$ cat config.mk
export PLATFORM = sky130hd
export DESIGN_NAME = pc_gen_ctrl
export DESIGN_NICKNAME = d
export VERILOG_FILES = /design/src/rtl/pc_gen_ctrl.sv
export SDC_FILE = /design/constraint.sdc
export NUM_CORES = 1
export LEC_CHECK = 0
export CORE_ASPECT_RATIO = 0.9
export CORE_MARGIN = 2
export CORE_UTILIZATION = 46
export DETAILED_ROUTE_END_ITERATION = 16
export HOLD_SLACK_MARGIN = 0.02
export PLACE_DENSITY_LB_ADDON = 0.05
export RECOVER_POWER = 50
export SYNTH_ARGS = -nofsm -noshare
export SYNTH_HDL_FRONTEND = slang
export SYNTH_SLANG_ARGS = --single-unit
$ cat constraint.sdc
create_clock -name clk -period 3.5 [get_ports clk]
set_input_delay 1.05 -clock clk [delete_from_list [all_inputs] [get_ports clk]]
set_output_delay 1.05 -clock clk [all_outputs]
set_load 0.03 [all_outputs]
$ cat src/rtl/pc_gen_ctrl.sv
// Program-counter generator: issues fetch PCs to the IFU and arbitrates trap > xret > branch redirects.
// Latency: one cycle from redirect/fire to the new pc; pc_valid rises one cycle after reset release.
// Backpressure: pc is held while pc_valid & !pc_ready unless a redirect replaces it; HALT stops issue.
//
// Ports:
//   clk, rst_n                         clock (rising edge) and async active-low reset
//   trap_valid/trap_pc                 trap redirect (highest priority)
//   ret_valid/ret_pc                   xret redirect
//   br_valid/br_pc                     branch/jump redirect (lowest priority)
//   halt_req, resume                   enter / leave HALT (halt_req dominates)
//   pc_ready                           IFU accepts pc this cycle
//   pc_valid, pc                       registered fetch address handshake
//   pc_seq                             pc + STEP, combinational link address
//   redir_pending                      a redirect captured during HALT is waiting
//   misalign_err                       one-cycle pulse: last accepted target had low bits set
//   issue_cnt                          completed handshakes, wrapping
module pc_gen_ctrl #(
  parameter int                     PC_WIDTH   = 32,
  parameter logic [PC_WIDTH-1:0]    RESET_PC   = 32'h8000_0000,
  parameter int                     STEP       = 4,
  parameter int                     ALIGN_BITS = 2,
  parameter int                     CNT_WIDTH  = 32
) (
  input  logic                 clk,
  input  logic                 rst_n,
  input  logic                 trap_valid,
  input  logic [PC_WIDTH-1:0]  trap_pc,
  input  logic                 ret_valid,
  input  logic [PC_WIDTH-1:0]  ret_pc,
  input  logic                 br_valid,
  input  logic [PC_WIDTH-1:0]  br_pc,
  input  logic                 halt_req,
  input  logic                 resume,
  input  logic                 pc_ready,
  output logic                 pc_valid,
  output logic [PC_WIDTH-1:0]  pc,
  output logic [PC_WIDTH-1:0]  pc_seq,
  output logic                 redir_pending,
  output logic                 misalign_err,
  output logic [CNT_WIDTH-1:0] issue_cnt
);

  typedef enum logic [1:0] {BOOT = 2'd0, RUN = 2'd1, HALT = 2'd2} state_t;

  localparam logic [PC_WIDTH-1:0] ALIGN_MASK = PC_WIDTH'((64'd1 << ALIGN_BITS) - 64'd1);
  localparam logic [PC_WIDTH-1:0] STEP_INC   = PC_WIDTH'(STEP);

  state_t              state;
  logic [PC_WIDTH-1:0] pend_pc;

  logic                redir;
  logic [PC_WIDTH-1:0] sel_pc;
  logic [PC_WIDTH-1:0] tgt;
  logic                sel_mis;
  logic                fire;

  // Fixed-priority redirect select; target is force-aligned, the dropped bits flag an error.
  always_comb begin
    redir = trap_valid | ret_valid | br_valid;
    if (trap_valid)     sel_pc = trap_pc;
    else if (ret_valid) sel_pc = ret_pc;
    else                sel_pc = br_pc;
    tgt     = sel_pc & ~ALIGN_MASK;
    sel_mis = redir & (|(sel_pc & ALIGN_MASK));
  end

  assign fire   = pc_valid & pc_ready;
  assign pc_seq = pc + STEP_INC;

  always_ff @(posedge clk or negedge rst_n) begin
    if (!rst_n) begin
      state         <= BOOT;
      pc            <= RESET_PC;
      pc_valid      <= 1'b0;
      pend_pc       <= RESET_PC;
      redir_pending <= 1'b0;
      misalign_err  <= 1'b0;
      issue_cnt     <= '0;
    end else begin
      misalign_err <= 1'b0;
      if (fire) issue_cnt <= issue_cnt + 1'b1;

      case (state)
        BOOT: begin
          // Redirects are ignored until the first PC is presented.
          state    <= RUN;
          pc_valid <= 1'b1;
        end

        RUN: begin
          misalign_err <= sel_mis;
          // A redirect replaces even a stalled pc; the stale one is never counted.
          if (redir)     pc <= tgt;
          else if (fire) pc <= pc + STEP_INC;
          if (halt_req) begin
            state    <= HALT;
            pc_valid <= 1'b0;
          end
        end

        HALT: begin
          misalign_err <= sel_mis;
          if (!halt_req && resume) begin
            state         <= RUN;
            pc_valid      <= 1'b1;
            redir_pending <= 1'b0;
            // A redirect arriving in the resume cycle is newer than the held one.
            if (redir)              pc <= tgt;
            else if (redir_pending) pc <= pend_pc;
          end else if (redir) begin
            pend_pc       <= tgt;
            redir_pending <= 1'b1;
          end
        end

        default: begin
          state    <= BOOT;
          pc_valid <= 1'b0;
        end
      endcase
    end
  end

endmodule

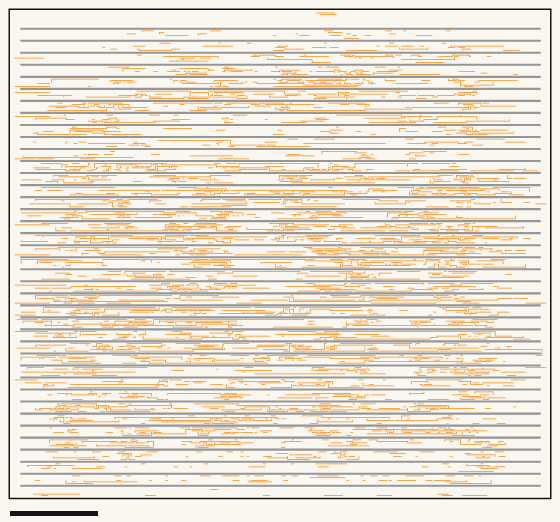
Figure 1: run 1, metal 1.
Scale bar: 20 um. Supply wires on this layer in grey.
share of all routed wire	42%
main direction	horizontal
wire length on this layer	7760 um
nets with wire on the layer	808
longest straight run	38.6 um

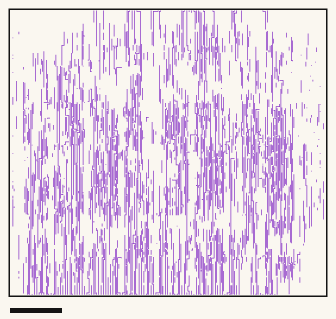
Figure 2: run 1, M2 wires.
Scale bar: 20 um.
share of all routed wire	49%
longest straight run	61.2 um
nets with wire on the layer	824
wire length on this layer	8950 um
main direction	vertical

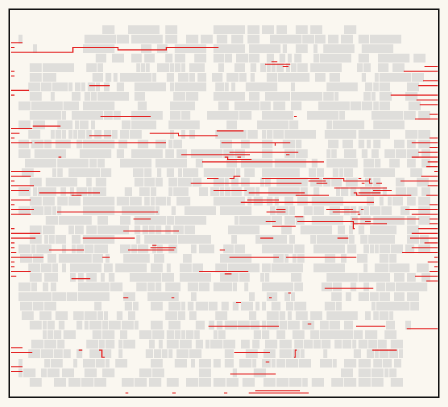
Figure 3: run 1, M3 wires.
share of all routed wire	6.3%
wire length on this layer	1150 um

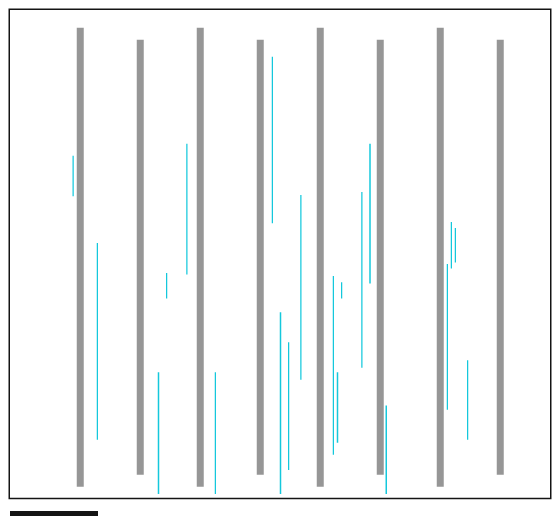
Figure 4: run 1, signal wires on met4.
Scale bar: 20 um. Supply wires on this layer in grey.
main direction	vertical
nets with wire on the layer	17
share of all routed wire	2.8%
wire length on this layer	508 um

==> Slide: Implementation Results, run 1 <==
Implementation Results

Worst hold path
  – Hold endpoint: issue_cnt[31]$_DFFE_PN0P_
  – Worst hold-check path type: reg2reg
  – Min-delay src: issue_cnt[31]$_DFFE_PN0P_

Timing
  – Post-route setup TNS: 0 ns
  – Pins over their slew limit: 0
  – Clock Skew: 0.006192 ns
  – Fmax: 292.4 MHz
  – Final WS setup: about 0.080 ns
  – Fin. Hold Viols: 0
  – Worst slew margin: under 10%
  – RSZ-0062 raised after global routing: yes
  – Period utilisation layout: between 90% and 100%

Pwr
  – Switching part of the total power: between 40% and 50%
  – Peak VDD IR: between 700 and 800 uV
  – Sequential share of power: a little over 30%
  – Internal power: ~3.6 mW
  – Lkg Pwr: around 3.5 nW
  – Pwr dens: 785.4 nW/um^2
  – Clock power share: between 10% and 20%
  – NetSw: a little under 3 mW

Synth
  – Post-Synth Simple-Gate Area: 19.28%
  – Yosys chip area: between 5000 and 6000 um^2
  – Dominant comb cell: AND-OR/OR-AND gates
  – Number of enable flip-flop cells: 0
  – Count leader, synth: dfrtp_1
  – Adder Share, Synth: around 1.1%
  – Aoi share: roughly 23%
  – Distinct lib cells: ~62
  – Post-synth top area cell: dfrtp_1
  – Xor/xnor share of the synthesized area: 8.945%
  – Sequential area share after synthesis: about two fifths
  – Mux frac, synth: roughly 1.6%
  – Ys cells: between 600 and 700
  – Syn Std Cell Area: between 5000 and 6000 um^2
  – Most common library cells after synthesis: dfrtp_1 (94), nand2_1 (79), o21ai_0 (44), clkbuf_1 (39), xnor2_1 (37)
  – Yosys warns: 0
  – Top cell area share: 40.72%
  – #FFs+latches synth: roughly 96
  – Dominant flop cell: dfrtp_1

GRT
  – Initial antenna violation count: 0
  – Vias in the first global route: 5680
  – Grt total ovfl: 0

Cells and area
  – Layout area overhead: 44.83%
  – # nets final: 940
  – Fillers: slightly above 1000

Drt
  – First-pass iteration count of the detailed router: 5
  – Via count: just under 6000
  – Post-Route WL: between 15000 and 20000 um

Critical path
  – Max stage delay on crit path: roughly 0.57 ns
  – Worst R2R End: pc[12]$_DFFE_PN0P_
  – CP Max Fanout: 8
  – Cells along the critical path: nand3_2, or4_4, nor4_4, xor2_1, buf_4
  – Register-to-Register Path Depth: 9
  – CP Class: reg2out
  – CP startpoint kind: flop
  – CP Capture Type: output port
  – Max stage delay cell, worst path: or4_4
  – Crit path DAT: 2.37 ns
  – FF-to-FF setup slack: around 0.94 ns
  – FF-to-FF Start: pc_valid$_DFFE_PN0P_
  – WP buf/inv: 1

Place
  – Placed wire-length estimate: 13380 um
  – IO buf count: about 200
  – Global placer's final weighted congestion: between 0.8 and 0.9

Clocking
  – Later-pin clock latency in the skew report: between 0.3 and 0.4 ns
  – Clk buf depth: 2
  – Htree depth: 3
  – Clock sinks: between 90 and 100

Floorplanning
  – Boundary Pins: roughly 200
  – Die Wd: between 100 and 150 um

Status
  – Status: completed

Flow run
  – Log Warnings: 29
  – Max_cap viols: 0
-- run 1: registers in the layout, indices dropped and copies added (netlist names) --
signal         cells
issue_cnt         32
misalign_err       1
pc                30
pc_valid           1
pend_pc           30
redir_pending      1
state              1
-- run 1: power groups by stage --
stage          sequential [mW]  combinational, mW  clock [mW]
2_1_floorplan             2.30               1.81           0
3_3_place_gp              2.00               3.45           0
3_5_place_dp              2.03               3.50           0
4_1_cts                   2.02               3.52       0.997
5_1_grt                   2.09               3.78        1.06
6_report                  2.02               3.56       0.986
-- run 1: metrics by stage --
stage	area, um^2	hold slack (ns)
after floorplan	5796	0.4593
after global placement	7963	0.4610
after detailed placement	7963	0.4695
after CTS	8268	0.4827
after global routing	8367	0.4954
final	8367	0.4699
-- run 1: worst reg2reg max path: cells and delay by family, from the launching register on --
family / cells / cell delay, ns
multiplexers: 1 / 0.22
buffers and inverters: 4 / 1.00
adder cells (fa/ha/maj): 1 / 0.23
flip-flops: 1 / 0.47
AND-OR/OR-AND: 3 / 0.52
-- run 1: worst max path at each step --
stage	startpoint	to	slack, ns	cells after the start
floorplan	pc[9]$_DFFE_PN0P_	pc_seq[29]	0.02	6
global route	pc[4]$_DFFE_PN0P_	pc_seq[31]	-0.03	5
finish	pc[4]$_DFFE_PN0P_	pc_seq[31]	0.08	5
CTS	pc[3]$_DFFE_PN0P_	pc_seq[22]	0.004	7
detailed placement	ret_valid	pend_pc[12]$_DFFE_PN0P_	0.05	5
global placement	ret_valid	pend_pc[12]$_DFFE_PN0P_	0.14	5
-- run 1: cells by family (layout without fill, tap and decap cells) --
logic type	after synthesis	count (layout)
xor gates and xnor gates	59	59
other	1	4
buffers and inverters	60	258
muxes	9	9
AOI/OAI and AO/OA	190	190
adders and majority gates	5	5
and+or+nand+nor	215	215
DFF	96	96
-- run 1: layout by cell type, fill, tap and decap left out, types with 7 or more instances in the layout --
cell             synthesis  layout
clkdlybuf4s50_1          0     146
dfrtp_1                 94      88
nand2_1                 79      79
o21ai_0                 44      44
buf_4                    4      44
xnor2_1                 37      36
o22a_1                  30      30
nor2_1                  30      29
dlygate4sd3_1            0      29
a21oi_1                 25      25
xor2_1                  22      22
nand3_1                 21      19
o22ai_1                 18      18
o31ai_1                 17      17
nor2b_1                 14      14
nand4_1                 13      13
and3_1                  11      11
nor3b_1                 11      11
nor3_1                  11       9
clkbuf_16                0       9
inv_1                    7       7
-- run 1: routing by layer --
layer	vias to the layer above	wire length, um	GRT usage [%]
met5	-	0	0
met4	0	507	9.524
met3	42	1150	4.733
met2	231	8947	45.73
met1	2820	7763	36.64
li1	2729	-	-
-- run 1: final cells by class --
class	instances	area [um^2]	area share, %
Sequential cell	96	2412	28.83
Timing Repair Buffer	233	2242	26.80
Multi-Input combinational cell	482	3183	38.04
Clock inverter	7	70.07	0.8374
Clock buffer	9	225.2	2.692
Tap cell	160	200.2	2.393
Inverter	9	33.78	0.4038
-- run 1: repair_timing --
item	CTS	global route
cloned	0	0
endpoints found under the setup margin	7	10
pin swaps	0	5
buffers inserted	0	10
hold buffers	0	0
resized	7	12
==> run 2, diff against run 1 <==
--- a/config.mk
+++ b/config.mk
@@ -5,6 +5,7 @@
 export SDC_FILE = /design/constraint.sdc
 export NUM_CORES = 1
 export LEC_CHECK = 0
+export ABC_CLOCK_PERIOD_IN_PS = 3500
 export CORE_ASPECT_RATIO = 0.9
 export CORE_MARGIN = 2
 export CORE_UTILIZATION = 46
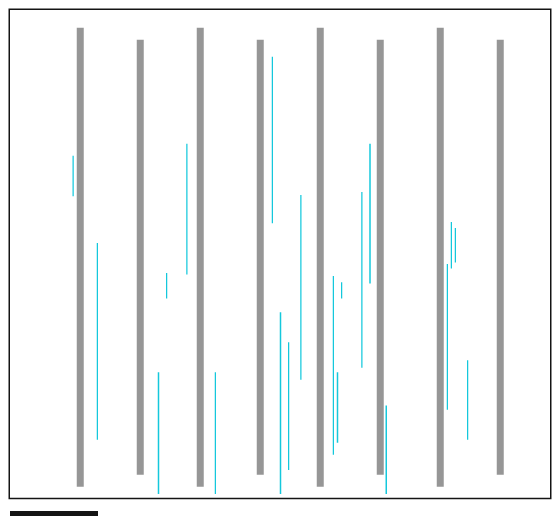
Figure 5: run 2, signal wires on met4.
Scale bar: 20 um. Supply wires on this layer in grey.
longest straight run	44.2 um
wire length on this layer	508 um
nets with wire on the layer	17

==> run 2 against run 1 <==
Compared with the run above:
- via count stayed put
- clock power hardly changed
- sequential share of layout area stayed put
- clock-buffer cell count stayed put
- clock skew stayed put
- critical path type unchanged
- synthesized area stayed put
==> Slide: Implementation Results, run 2 <==
Implementation Results

Timing
  – RSZ-0062 raised after global routing: yes
  – Period utilisation layout: a little over nine tenths
  – Pins over their slew limit: 0
  – Fmax: a little under 300 MHz
  – Final WS setup: about 0.08 ns
  – Clock Skew: between 0.006 and 0.007 ns
  – WHS: approximately 0.47 ns
  – Worst slew margin: under 10%
  – Fin. Hold Viols: 0

Synth
  – #FFs+latches synth: between 90 and 100
  – Number of enable flip-flop cells: 0
  – Most common library cells after synthesis: dfrtp_1 (94), nand2_1 (79), o21ai_0 (44), clkbuf_1 (39), xnor2_1 (37)
  – Yosys chip area: between 5000 and 6000 um^2
  – Yosys warns: 0
  – Xor/xnor share of the synthesized area: between 8 and 9%
  – Ys cells: approximately 640
  – Post-Synth Simple-Gate Area: 19.28%
  – Mux frac, synth: roughly 1.6%
  – Dominant comb cell: AND-OR/OR-AND gates
  – Aoi share: a little under a quarter
  – Asr flop ratio synth: 100.0%
  – Syn Std Cell Area: approximately 5800 um^2
  – Post-synth top area cell: dfrtp_1
  – Count leader, synth: dfrtp_1
  – Syn Inst Count: roughly 640
  – Adder Share, Synth: 1.083%
  – Distinct lib cells: between 60 and 70
  – Sequential area share after synthesis: a little over two fifths
  – Dominant flop cell: dfrtp_1
  – Top cell area share: between 40 and 50%

Critical path
  – CP Capture Type: output port
  – CP Class: reg2out
  – Max stage delay cell, worst path: or4_4
  – Max stage delay on crit path: ~0.57 ns
  – Crit path DAT: approximately 2.4 ns
  – Cells along the critical path: nand3_2, or4_4, nor4_4, xor2_1, buf_4
  – CP Max Fanout: 8
  – CP startpoint kind: flop

Drt
  – Via count: just under 6000
  – First-pass iteration count of the detailed router: 5
  – M1 WL: between 7000 and 8000 um
  – Routed wl met3: about 1200 um
  – Met2 wire length: around 9000 um
  – Post-Route WL: roughly 18000 um
  – Vias per cell: around 6
  – Residual DRC: 0
  – DR top layer: met4

Clocking
  – Root Driver: clkbuf_16
  – Clk buf depth: 2
  – Clock sinks: about 96
  – Later-pin clock latency in the skew report: ~0.34 ns
  – Htree depth: 3

Floorplanning
  – Fp util: between 40 and 50%
  – FP Rows: 38
  – Die H: approximately 110 um
  – Die area: around 13000 um^2
  – Die Wd: 122.1 um
  – Boundary Pins: roughly 200

Cells and area
  – Most instantiated logic cells after routing: clkdlybuf4s50_1 (146), dfrtp_1 (88), nand2_1 (79)
  – # nets final: between 900 and 1000
  – Most flops, register: issue_cnt
  – FF/Latch Area: 2412 um^2
  – Logic area: 3183 um^2
  – Layout area overhead: 44.83%
  – Final Non-Filler Cells: ~1000
  – Number of flip-flops in the largest register: 32
  – Top cell excl fill/tap: clkdlybuf4s50_1
  – Fillers: 1038
  – Fin area: approximately 8400 um^2
  – Share of cells above drive strength 1: approximately an eighth
  – Regs by FF count: issue_cnt: 32 flops, pc: 30 flops, pend_pc: 30 flops

Place
  – Placed insts: 970
  – Post-place setup slack: 0.05479 ns
  – IO buf count: a little under 200
  – Post-Place Cell Area: roughly 8000 um^2
  – Global placer's final weighted congestion: around 0.87
  – Placed wire-length estimate: 13380 um

GRT
  – Vias in the first global route: 5680
  – Pin count of the biggest net entering global routing: just under 60
  – Grt total ovfl: 0
  – Total GRT Usage: 27.53%
  – Initial antenna violation count: 0

Pwr
  – Peak VDD IR: between 700 and 800 uV
  – Lkg Pwr: approximately 3.5 nW
  – Pwr dens: 785.4 nW/um^2

Status
  – Status: completed

Flow run
  – Max_cap viols: 0
  – Log Warnings: 29

Worst hold path
  – Worst hold-check path type: reg2reg
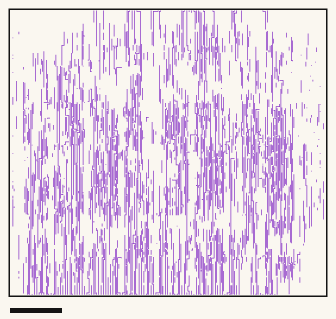
Figure 6: run 2, M2 wires.
Scale bar: 20 um.
main direction	vertical
nets with wire on the layer	824
longest straight run	61.2 um

==> run 2: cell counts in the layout (fill, tap and decap cells not counted) <==
Identical to the previous run, type by type.
==> run 2: metrics by stage <==
stage          TNS [ns]  util (%)  power (mW)
4_1_cts               0     67.93       6.541
6_report              0     68.74       6.571
3_5_place_dp          0     65.42       5.532
5_1_grt        -0.06041     68.74       6.929
2_1_floorplan         0         -       4.102
3_3_place_gp          0     65.42       5.451
==> run 2: layer usage <==
metal  GRT usage (%)  up-vias
met2           45.73      231
met5               0        -
li1                -     2729
met1           36.64     2820
met3           4.733       42
met4           9.524        0
==> run 2: final cells by class <==
cell class	instances	share of cell area [%]
tap	160	2.393
clock inverter	7	0.8374
clock buffer	9	2.692
timing repair buffer	233	26.80
sequential	96	28.83
inverter	9	0.4038
multi-input combinational	482	38.04
==> run 2: worst paths after layout <==
kind | end | cells past startpoint | slack (ns) | startpoint
min in group asynchronous | pc[29]$_DFFE_PN0P_ | 1 | 1.00 | rst_n
max in group asynchronous | pc[5]$_DFFE_PN0P_ | 2 | 0.58 | rst_n
max | pc_seq[31] | 5 | 0.08 | pc[4]$_DFFE_PN0P_
min reg2reg | issue_cnt[31]$_DFFE_PN0P_ | 1 | 0.47 | issue_cnt[31]$_DFFE_PN0P_
min | issue_cnt[31]$_DFFE_PN0P_ | 1 | 0.47 | issue_cnt[31]$_DFFE_PN0P_
max reg2reg | pc[12]$_DFFE_PN0P_ | 9 | 0.94 | pc_valid$_DFFE_PN0P_
==> run 2: power breakdown <==
group	internal [mW]	switching, mW
sequential	1.53	0.489
combinational	1.55	2.01
clock	0.555	0.431
==> run 2: cells by family (layout without fill, tap and decap cells) <==
| family | count (synthesis) | after routing |
|---|---|---|
| AND-OR/OR-AND | 190 | 190 |
| multiplexers | 9 | 9 |
| other | 1 | 4 |
| adder cells (fa/ha/maj) | 5 | 5 |
| flip-flops | 96 | 96 |
| buffers and inverters | 60 | 258 |
| XOR/XNOR | 59 | 59 |
| AND/OR/NAND/NOR | 215 | 215 |
==> run 2: timing repair <==
action,CTS,global route
endpoints found under the hold margin,0,0
endpoints found under the setup margin,7,10
gates resized,7,12
setup buffers,0,10
pin swaps,0,5
hold buffers,0,0
==> run 2: worst max-delay path, delay by kind of cell (launching register included) <==
family,cells,cell delay (ns)
buffers and inverters,1,0.18
and+or+nand+nor,3,1.17
xor gates and xnor gates,1,0.17
DFF,1,0.49
Power and IR drop assume default switching activity.
